Fig. 1: the clock network
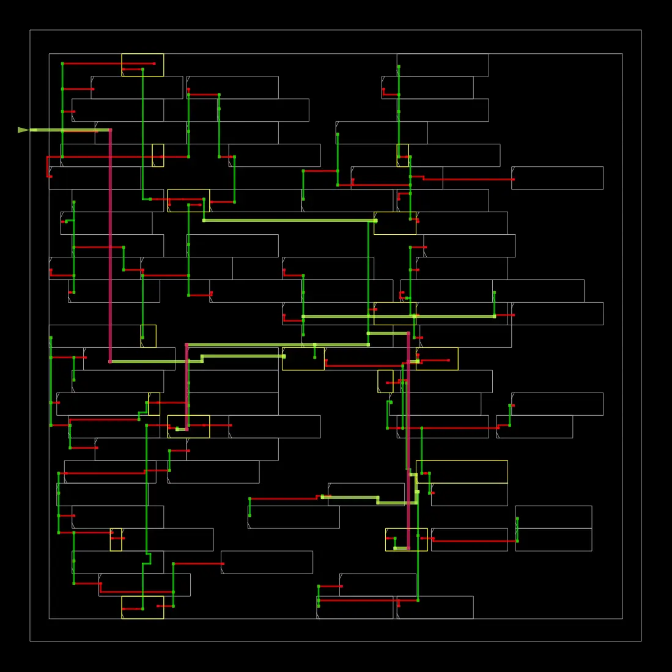
Fig. 2: cells by drive strength
Scale: 4 px per um.
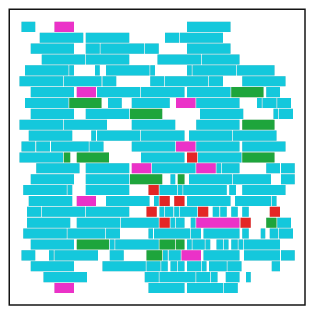
Fig. 3: metal 3
Scale: 4 px per um. Cells faint in the background.
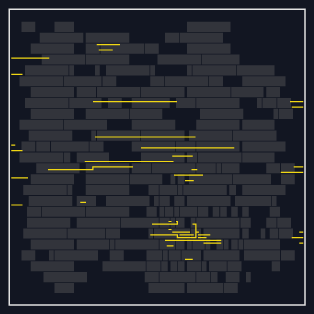
Fig. 4: placed cells, one colour a class
Scale: 6 px per um.
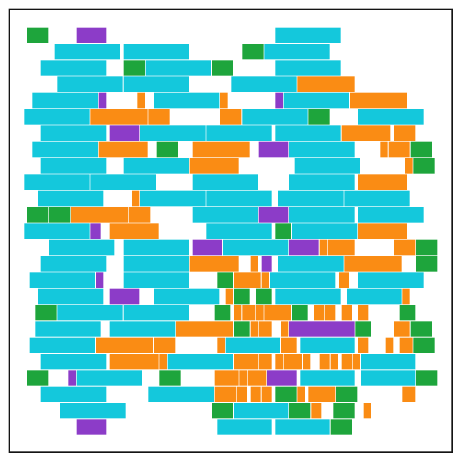
$ cat src/rtl/bit_rev_reorder_buf_if.sv
// Val/rdy stream bundle for the bit-reversal reorder buffer: natural-order words in, bit-reversed words out.
interface bit_rev_reorder_buf_if #(
  parameter int nbits    = 8,
  parameter int lg_depth = 3
);
  logic                in_val;
  logic                in_rdy;
  logic [nbits-1:0]    in_msg;
  logic                out_val;
  logic                out_rdy;
  logic [nbits-1:0]    out_msg;
  logic [lg_depth-1:0] out_idx;

  modport master (
    output in_val, in_msg, out_rdy,
    input  in_rdy, out_val, out_msg, out_idx
  );

  modport slave (
    input  in_val, in_msg, out_rdy,
    output in_rdy, out_val, out_msg, out_idx
  );
endinterface

$ cat src/rtl/bit_rev_reorder_buf.sv
// Single-frame reorder buffer: fills 2^lg_depth words in order, then drains them in bit-reversed order.
// Output appears the cycle after the last write; out_rdy low holds the drain, and no input is taken while draining.
module bit_rev_reorder_buf #(
  parameter int nbits    = 8,
  parameter int lg_depth = 3
) (
  input logic                  clk,
  input logic                  reset,
  bit_rev_reorder_buf_if.slave io
);
  localparam int depth = 1 << lg_depth;
  localparam logic [lg_depth-1:0] last_idx = '1;

  typedef enum logic {FILL, DRAIN} state_t;

  state_t              state;
  logic [lg_depth-1:0] wr_cnt;
  logic [lg_depth-1:0] rd_cnt;
  logic [lg_depth-1:0] rev_idx;
  logic                in_rdy_q;
  logic                out_val_q;
  logic                in_fire;
  logic                out_fire;
  logic [nbits-1:0]    mem [depth];

  assign in_fire  = io.in_val && in_rdy_q;
  assign out_fire = out_val_q && io.out_rdy;

  // Storage carries no reset; only the control path is cleared.
  always_ff @(posedge clk) begin
    if (in_fire) mem[wr_cnt] <= io.in_msg;
  end

  always_comb begin
    rev_idx = '0;
    for (int i = 0; i < lg_depth; i++) rev_idx[i] = rd_cnt[lg_depth-1-i];
  end

  always_ff @(posedge clk or posedge reset) begin
    if (reset) begin
      state     <= FILL;
      wr_cnt    <= '0;
      rd_cnt    <= '0;
      in_rdy_q  <= 1'b0;
      out_val_q <= 1'b0;
    end else begin
      case (state)
        FILL: begin
          in_rdy_q  <= 1'b1;
          out_val_q <= 1'b0;
          if (in_fire) begin
            wr_cnt <= wr_cnt + 1'b1;
            if (wr_cnt == last_idx) begin
              state     <= DRAIN;
              rd_cnt    <= '0;
              in_rdy_q  <= 1'b0;
              out_val_q <= 1'b1;
            end
          end
        end
        DRAIN: begin
          if (out_fire) begin
            rd_cnt <= rd_cnt + 1'b1;
            if (rd_cnt == last_idx) begin
              state     <= FILL;
              in_rdy_q  <= 1'b1;
              out_val_q <= 1'b0;
            end
          end
        end
        default: begin
          state     <= FILL;
          in_rdy_q  <= 1'b0;
          out_val_q <= 1'b0;
        end
      endcase
    end
  end

  assign io.in_rdy  = in_rdy_q;
  assign io.out_val = out_val_q;
  assign io.out_idx = out_val_q ? rev_idx : '0;
  assign io.out_msg = out_val_q ? mem[rev_idx] : '0;
endmodule

$ cat src/flat_wrapper.sv
// flat-port wrapper written by rule: the top's interface ports become plain ports
module bit_rev_reorder_buf_flat 
#(
  parameter int nbits    = 8,
  parameter int lg_depth = 3
)
  (clk, reset, io_in_val, io_in_msg, io_out_rdy, io_in_rdy, io_out_val, io_out_msg, io_out_idx);
  bit_rev_reorder_buf_if #(.nbits(nbits), .lg_depth(lg_depth)) io_i ();
  input logic clk;
  input logic reset;
  input wire logic [$bits(io_i.in_val)-1:0] io_in_val;
  input wire logic [$bits(io_i.in_msg)-1:0] io_in_msg;
  input wire logic [$bits(io_i.out_rdy)-1:0] io_out_rdy;
  output wire logic [$bits(io_i.in_rdy)-1:0] io_in_rdy;
  output wire logic [$bits(io_i.out_val)-1:0] io_out_val;
  output wire logic [$bits(io_i.out_msg)-1:0] io_out_msg;
  output wire logic [$bits(io_i.out_idx)-1:0] io_out_idx;
  assign io_i.in_val = io_in_val;
  assign io_i.in_msg = io_in_msg;
  assign io_i.out_rdy = io_out_rdy;
  assign io_in_rdy = io_i.in_rdy;
  assign io_out_val = io_i.out_val;
  assign io_out_msg = io_i.out_msg;
  assign io_out_idx = io_i.out_idx;
  bit_rev_reorder_buf #(.nbits(nbits), .lg_depth(lg_depth)) u_core (.clk(clk), .reset(reset), .io(io_i));
endmodule
$ cat config.mk
export PLATFORM = sky130hd
export DESIGN_NAME = bit_rev_reorder_buf_flat
export DESIGN_NICKNAME = d
export VERILOG_FILES = /design/src/rtl/bit_rev_reorder_buf_if.sv /design/src/rtl/bit_rev_reorder_buf.sv /design/src/flat_wrapper.sv
export SDC_FILE = /design/constraint.sdc
export NUM_CORES = 1
export LEC_CHECK = 0
export CAP_MARGIN = 20
export CORE_MARGIN = 2
export CORE_UTILIZATION = 61
export CTS_CLUSTER_SIZE = 24
export DETAILED_ROUTE_END_ITERATION = 6
export GPL_TIMING_DRIVEN = 1
export PLACE_DENSITY = 0.94
export SLEW_MARGIN = 20
export SYNTH_ARGS = -nofsm -noshare
export SYNTH_HDL_FRONTEND = slang
export SYNTH_SLANG_ARGS = --single-unit
$ cat constraint.sdc
create_clock -name clk -period 3.3 [get_ports clk]
set_input_delay 0.66 -clock clk [delete_from_list [all_inputs] [get_ports clk]]
set_output_delay 0.66 -clock clk [all_outputs]
set_load 0.02 [all_outputs]
==> Changelog: implementation <==
### Implementation results

- Clock buffer and inverter area fraction after layout: 0.05174
- CP endpoint: io_out_msg[3]
- Layer with the highest usage: met2
- Count of non-filler cells in the finished layout: 251
- Power Total: 2481 uW
- Buffers inserted during post-CTS setup optimization: 0
- Comb. pwr: 574 uW
- Switching power: 694.9 uW
- Die Footprint: 5413 um^2
- Layout net count: 208
- Critical Path Stages: 5
- Number of maximum-capacitance violations: 0
- Root buffer selected by CTS: sky130_fd_sc_hd__clkbuf_8
- Total internal power: 1786 uW
- Crit path buffers/inverters: 2
- Post-synthesis cell type with the largest combined area: sky130_fd_sc_hd__edfxtp_1
- DRC Markers: 0
- FF-to-FF End: u_core.io.in_rdy
- Leading power group: registers
- CTS-repair resized insts: 0
- Clk pwr share: 0.258
- Crit Path Category: register to primary output
- Result of the run: completed
- DRT met1 WL: 2076 um
- Post-Synth Adder-Cell Area: 0.01695
- Post-detailed-routing wire length: 5003 um
- Total clock buffers created by CTS: 9
- Top-Level Pins: 25
- Ordered list of cells on the worst path: buf_4 -> mux4_1 -> mux2i_1 -> nor2_1 -> clkdlybuf4s50_1
- Area fraction in compound gates after synthesis: 0.009322
- Synth unique cells: 25
- Achievable clock frequency: 334.9 MHz
- Type of origin of the critical path: register
-- Fig. 1 (at the start) --
worst-skew pair later-pin latency: 340 ps
clkbuf count: 12
count of clock tree sinks: 73
Final Skew: 9.431 ps

-- Fig. 2 (at the start) --
x2: drawn in green, cells 14, share 7.1%. x6 and larger: drawn in magenta, cells 10, share 5.1%. x1 and smaller: drawn in cyan, cells 164, share 83%. x3 and x4: drawn in red, cells 9, share 4.6%.
final critical-path setup slack: 314.4 ps
number of ordinary and repair buffers in the finished layout: 33

-- Fig. 3 (at the start) --
29 nets have wire on it. The layer carries 232 um of wire. The longest straight run is 24.8 um. The wires run mostly horizontal. The layer holds 4.6% of the routed length.

-- Fig. 4 (at the start) --
remaining buffers and delay cells: drawn in green, cells 33. remaining logic cells: drawn in orange, cells 75. clock drivers and dummy loads: drawn in purple, cells 16. registers: drawn in cyan, cells 73.

No activity file was given, so power comes from the tool's default toggle rates.
